`config.mk`:
```
export PLATFORM = sky130hd
export DESIGN_NAME = bus_ram_flat
export DESIGN_NICKNAME = d
export VERILOG_FILES = /design/src/rtl/bus_ram_if.sv /design/src/rtl/bus_ram.sv /design/src/flat_wrapper.sv
export SDC_FILE = /design/constraint.sdc
export NUM_CORES = 2
export LEC_CHECK = 0
export CORE_AREA = 5 5 431 433
export DETAILED_ROUTE_END_ITERATION = 8
export DIE_AREA = 0 0 436 438
export GPL_ROUTABILITY_DRIVEN = 0
export PLACE_DENSITY_LB_ADDON = 0.12
export SETUP_SLACK_MARGIN = 0.2
export SLEW_MARGIN = 10
export SYNTH_ARGS = -nofsm -noshare
export SYNTH_HDL_FRONTEND = slang
export SYNTH_SLANG_ARGS = --single-unit
```
`constraint.sdc`:
```
create_clock -name clk -period 12.6 [get_ports clk]
set_input_delay 3.78 -clock clk [delete_from_list [all_inputs] [get_ports clk]]
set_output_delay 3.78 -clock clk [all_outputs]
set_load 0.02 [all_outputs]
```
`src/rtl/bus_ram_if.sv`:
```
`default_nettype none
// +--------------------------------------------------------------------------+
// | bus_ram_if : request/response bus and clear control for bus_ram            |
// | Rev 1.0                                                                  |
// +--------------------------------------------------------------------------+
interface bus_ram_if #(
    parameter int DATA_W = 8,
    parameter int ADDR_W = 8
);
    logic                  req_valid;
    logic                  req_ready;
    logic                  req_we;
    logic [ADDR_W-1:0]     req_addr;
    logic [DATA_W-1:0]     req_wdata;
    logic [DATA_W/8-1:0]   req_be;
    logic                  rsp_valid;
    logic                  rsp_ready;
    logic [DATA_W-1:0]     rsp_rdata;
    logic                  clr_start;
    logic                  busy;

    modport master (
        output req_valid, req_we, req_addr, req_wdata, req_be, rsp_ready, clr_start,
        input  req_ready, rsp_valid, rsp_rdata, busy
    );

    modport slave (
        input  req_valid, req_we, req_addr, req_wdata, req_be, rsp_ready, clr_start,
        output req_ready, rsp_valid, rsp_rdata, busy
    );
endinterface
`default_nettype wire

```
`src/rtl/bus_ram.sv`:
```
`default_nettype none
// +--------------------------------------------------------------------------+
// | bus_ram : single-port RAM, valid/ready bus, byte enables, clear sweep    |
// | Rev 1.0                                                                  |
// +--------------------------------------------------------------------------+
module bus_ram #(
    parameter int DATA_W     = 8,
    parameter int ADDR_W     = 8,
    parameter bit INIT_CLEAR = 1'b1
) (
    input  wire logic  clk,
    input  wire logic  rst,
    bus_ram_if.slave   bus
);
    localparam int c_depth  = 2 ** ADDR_W;
    localparam int c_nbytes = DATA_W / 8;

    typedef enum logic [0:0] {
        ST_RUN   = 1'b0,
        ST_CLEAR = 1'b1
    } state_t;

    localparam state_t c_rst_state = state_t'(INIT_CLEAR);

    if (DATA_W % 8 != 0) begin : g_bad_data_w
        $error("bus_ram: DATA_W must be a multiple of 8");
    end

    state_t              state_q;
    logic [ADDR_W-1:0]   clr_ptr_q;
    logic                rsp_valid_q;
    logic [DATA_W-1:0]   rsp_rdata_q;
    logic [DATA_W-1:0]   mem_q [c_depth];

    logic w_run;
    logic w_slot_free;
    logic w_accept;
    logic w_wr;
    logic w_rd;

    assign w_run       = (state_q == ST_RUN);
    assign w_slot_free = !rsp_valid_q || bus.rsp_ready;
    assign w_accept    = bus.req_valid && w_run && w_slot_free;
    assign w_wr        = w_accept && bus.req_we;
    assign w_rd        = w_accept && !bus.req_we;

    // rst only gates the visible ready; the flops are already held by reset
    assign bus.req_ready = !rst && w_run && w_slot_free;
    assign bus.rsp_valid = rsp_valid_q;
    assign bus.rsp_rdata = rsp_rdata_q;
    assign bus.busy      = (state_q == ST_CLEAR);

    // Array kept out of the reset domain so it maps onto block RAM
    always_ff @(posedge clk) begin
        if (state_q == ST_CLEAR) begin
            mem_q[clr_ptr_q] <= '0;
        end else if (w_wr) begin
            for (int i = 0; i < c_nbytes; i++) begin
                if (bus.req_be[i]) begin
                    mem_q[bus.req_addr][8*i +: 8] <= bus.req_wdata[8*i +: 8];
                end
            end
        end
    end

    always_ff @(posedge clk or posedge rst) begin
        if (rst) begin
            state_q     <= c_rst_state;
            clr_ptr_q   <= '0;
            rsp_valid_q <= 1'b0;
            rsp_rdata_q <= '0;
        end else begin
            if (w_rd) begin
                rsp_valid_q <= 1'b1;
                rsp_rdata_q <= mem_q[bus.req_addr];
            end else if (bus.rsp_ready) begin
                rsp_valid_q <= 1'b0;
            end

            case (state_q)
                ST_CLEAR: begin
                    clr_ptr_q <= clr_ptr_q + ADDR_W'(1);
                    if (clr_ptr_q == {ADDR_W{1'b1}}) begin
                        state_q <= ST_RUN;
                    end
                end
                default: begin
                    // A request accepted on this edge still completes above
                    if (bus.clr_start && !rsp_valid_q) begin
                        state_q <= ST_CLEAR;
                    end
                end
            endcase
        end
    end
endmodule
`default_nettype wire

```
`src/flat_wrapper.sv`:
```
// flat-port wrapper written by rule: the top's interface ports become plain ports
module bus_ram_flat 
#(
    parameter int DATA_W     = 8,
    parameter int ADDR_W     = 8,
    parameter bit INIT_CLEAR = 1'b1
)
  (clk, rst, bus_req_valid, bus_req_we, bus_req_addr, bus_req_wdata, bus_req_be, bus_rsp_ready, bus_clr_start, bus_req_ready, bus_rsp_valid, bus_rsp_rdata, bus_busy);
  bus_ram_if #(.DATA_W(DATA_W), .ADDR_W(ADDR_W)) bus_i ();
  input  wire logic clk;
  input  wire logic rst;
  input wire logic [$bits(bus_i.req_valid)-1:0] bus_req_valid;
  input wire logic [$bits(bus_i.req_we)-1:0] bus_req_we;
  input wire logic [$bits(bus_i.req_addr)-1:0] bus_req_addr;
  input wire logic [$bits(bus_i.req_wdata)-1:0] bus_req_wdata;
  input wire logic [$bits(bus_i.req_be)-1:0] bus_req_be;
  input wire logic [$bits(bus_i.rsp_ready)-1:0] bus_rsp_ready;
  input wire logic [$bits(bus_i.clr_start)-1:0] bus_clr_start;
  output wire logic [$bits(bus_i.req_ready)-1:0] bus_req_ready;
  output wire logic [$bits(bus_i.rsp_valid)-1:0] bus_rsp_valid;
  output wire logic [$bits(bus_i.rsp_rdata)-1:0] bus_rsp_rdata;
  output wire logic [$bits(bus_i.busy)-1:0] bus_busy;
  assign bus_i.req_valid = bus_req_valid;
  assign bus_i.req_we = bus_req_we;
  assign bus_i.req_addr = bus_req_addr;
  assign bus_i.req_wdata = bus_req_wdata;
  assign bus_i.req_be = bus_req_be;
  assign bus_i.rsp_ready = bus_rsp_ready;
  assign bus_i.clr_start = bus_clr_start;
  assign bus_req_ready = bus_i.req_ready;
  assign bus_rsp_valid = bus_i.rsp_valid;
  assign bus_rsp_rdata = bus_i.rsp_rdata;
  assign bus_busy = bus_i.busy;
  bus_ram #(.DATA_W(DATA_W), .ADDR_W(ADDR_W), .INIT_CLEAR(INIT_CLEAR)) u_core (.clk(clk), .rst(rst), .bus(bus_i));
endmodule
```
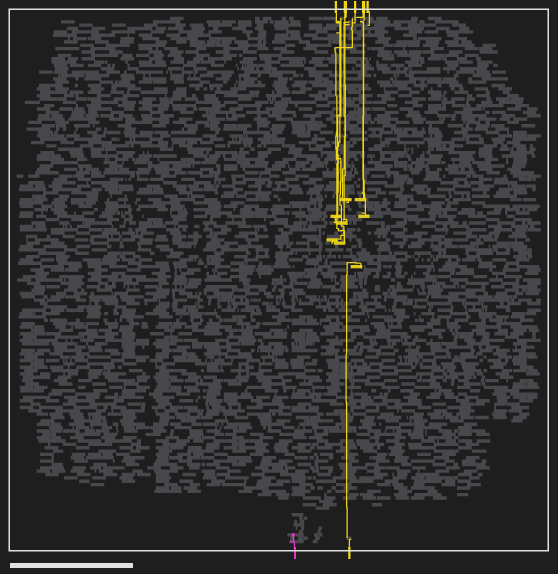
*I/O nets highlighted*
Bar = 100 um.
`bus_rsp_rdata`: marked yellow, bits 8, direction output, edge 7 top, 1 bottom, end cells 8, buffers 8, wire 1570 um. `bus_rsp_ready`: marked magenta, bits 1, direction input, edge bottom, end cells 1, buffers 1, wire 15.3 um.

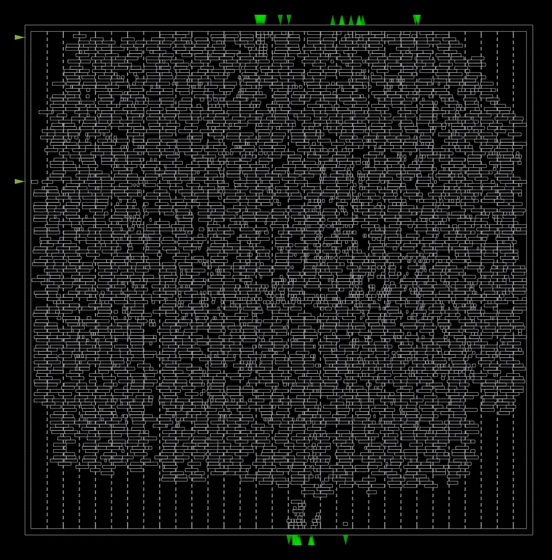
*Placed standard cells*
sequential share of cell area: 68.8%
core area: 182000 sq um
# rows: 157
Flop Count: 2066
n_taps: 2385

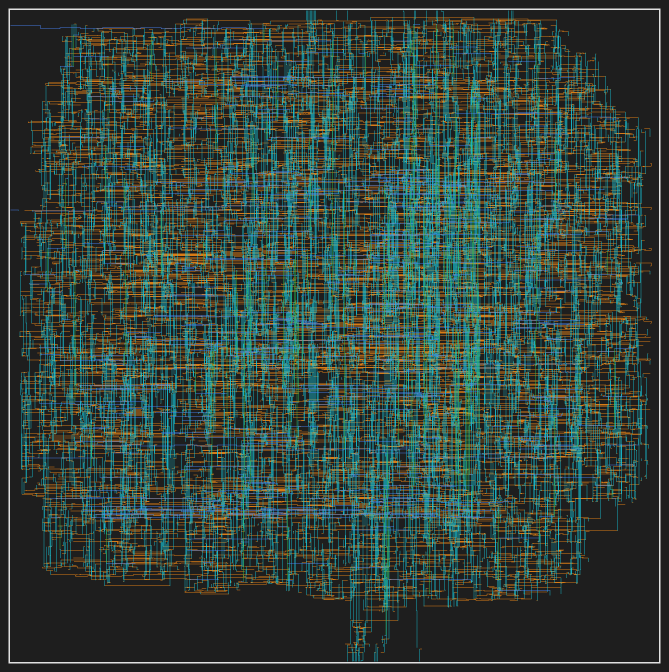
*Wiring by layer*
metal 1: marked orange, wire length 89.2 mm. metal 4: marked green, wire length 6080 um. metal 2: marked cyan, wire length 103 mm. metal 3: marked blue, wire length 12400 um.

-- worst reg2reg max path, cell delays in order (launching register included) --
cell      delay [ns]
dfrtp_1         0.48
nor2b_1         0.24
nor4b_4         0.26
buf_4           0.37
mux2_2          0.47
or2_2           0.39
nand2b_2        0.81
nor2_1          0.96
-- metal layers --
metal | up-vias | routed length, um | GRT usage [%]
met5 | - | 0 | 0
met4 | 0 | 6080 | 6.48
met3 | 304 | 12400 | 3.48
met2 | 1280 | 103000 | 35.6
met1 | 21100 | 89200 | 30.7
li1 | 16700 | - | -
-- Yosys cell counts (29+ instances only) --
cell type and count:
edfxtp_1 2048, nand2_1 72, a211oi_1 36, buf_6 37
mux2i_1 270, buf_2 74, a22o_1 30, o221ai_1 29
buf_4 33, o22ai_1 67, o211ai_1 30, mux4_2 384
nor2_1 270, clkbuf_1 76, a21oi_1 37, o21ai_0 37
nand2b_1 31, a221oi_1 33, a22oi_1 71
-- power groups by stage --
stage / combinational, mW / sequential, mW / clock, mW
CTS: 0.379 / 7.44 / 6.00
floorplan: 0.255 / 7.59 / 0
detailed placement: 0.378 / 7.59 / 0
global placement: 0.378 / 7.59 / 0
global route: 0.391 / 7.44 / 6.29
finish: 0.373 / 7.44 / 5.89
-- area by class of cell --
| type | instances | area, sq um | share of cell area [%] |
|---|---|---|---|
| Clock buffer | 271 | 5530 | 6.14 |
| Timing Repair Buffer | 114 | 1030 | 1.15 |
| Tap cell | 2385 | 2980 | 3.32 |
| Multi-Input combinational cell | 1656 | 17500 | 19.5 |
| Clock inverter | 117 | 930 | 1.03 |
| Sequential cell | 2066 | 62000 | 68.8 |
| Inverter | 6 | 22.5 | 0.0250 |
| Antenna cell | 3 | 7.51 | 0.00834 |
==> flow_summary_export.csv <==
group,metric,value,unit
run_status,outcome,"finished clean",
pwr,irDropWorstVdd,0.109,mV
drt,vias,39400,
placement,dp.final_hpwl,124,mm
synthesis,synth.cell_area,80900,sq um
flow_run,drv_cap,0,
pwr,power.total,13.7,mW
worst_setup_path,critPathCapture,"bus_req_ready",
hold_path,hold_end,"u_core.clr_ptr_q[3]",
floorplanning,die_w,436,um
synthesis,ys_sh_xor,0.0757,%
final_layout,fillers,14700,
timing,rsz0062_at_grt,"false",
final_layout,fin_nets,4078,
synthesis,area_leaders,"edfxtp_1 76%, mux4_2 11%, mux2i_1 3.3%",
synthesis,ff_type,"edfxtp_1",
hold_path,hold_depth,1,
pwr,p_comb_share,2.7,%
pwr,pwr-share-clk,43.0,%
final_layout,layout.cells.non_filler,6618,
clock_tree,cts-resized-gates,0,
global_routing,grt_max_degree,205,
drt,drtIter0Drc,3812,
pwr,netSwitchingPower,2.85,mW
clock_tree,numCtsBuffers,210,
synthesis,async_reset_ff_share,0.871,%
synthesis,ys_area,80900,sq um
timing,skew,0.0295,ns
flow_run,warnings,44,
worst_setup_path,critPathKind,"input port to primary output",
synthesis,synth_warnings,0,
placement,placed_cell_area,83500,sq um
synthesis,edf_count,2048,
timing,setup_tns,0,ns
timing,tightest_slew,1.25,ns
drt,drc,0,
final_layout,top_register,"u_core.mem_q",
drt,drt-pass1-iter-count,5,
final_layout,layout_top_cells,"2048 x edfxtp_1, 384 x mux4_2, 270 x mux2i_1, 267 x nor2_1, 212 x clkbuf_16",
clock_tree,post_cts.repair.setup_buffers,0,
worst_setup_path,required,8.82,ns
pwr,powerDensity,152,nW/um^2
synthesis,synth_flops,2066,
synthesis,compound_area_share,3.96,%
clock_tree,clockRootBuffer,"clkbuf_16",
timing,period_used_share,70.8,%
final_layout,final_util,49.5,%
synthesis,postSynthSeqShare,76.5,%
worst_setup_path,cp.depth,4,
final_layout,largest_reg_flops,2048,
clock_tree,cts_sinks,2066,
pwr,intPower,10.9,mW
synthesis,synth.cellmix.adderShare,0.0155,%
worst_setup_path,setup.worst_path.end_class,"primary output",
worst_setup_path,r2r-start,"u_core.bus.rsp_valid",
worst_setup_path,slowest_delay,0.56,ns
timing,slew_violations,0,
No activity file was given, so power comes from the tool's default toggle rates.
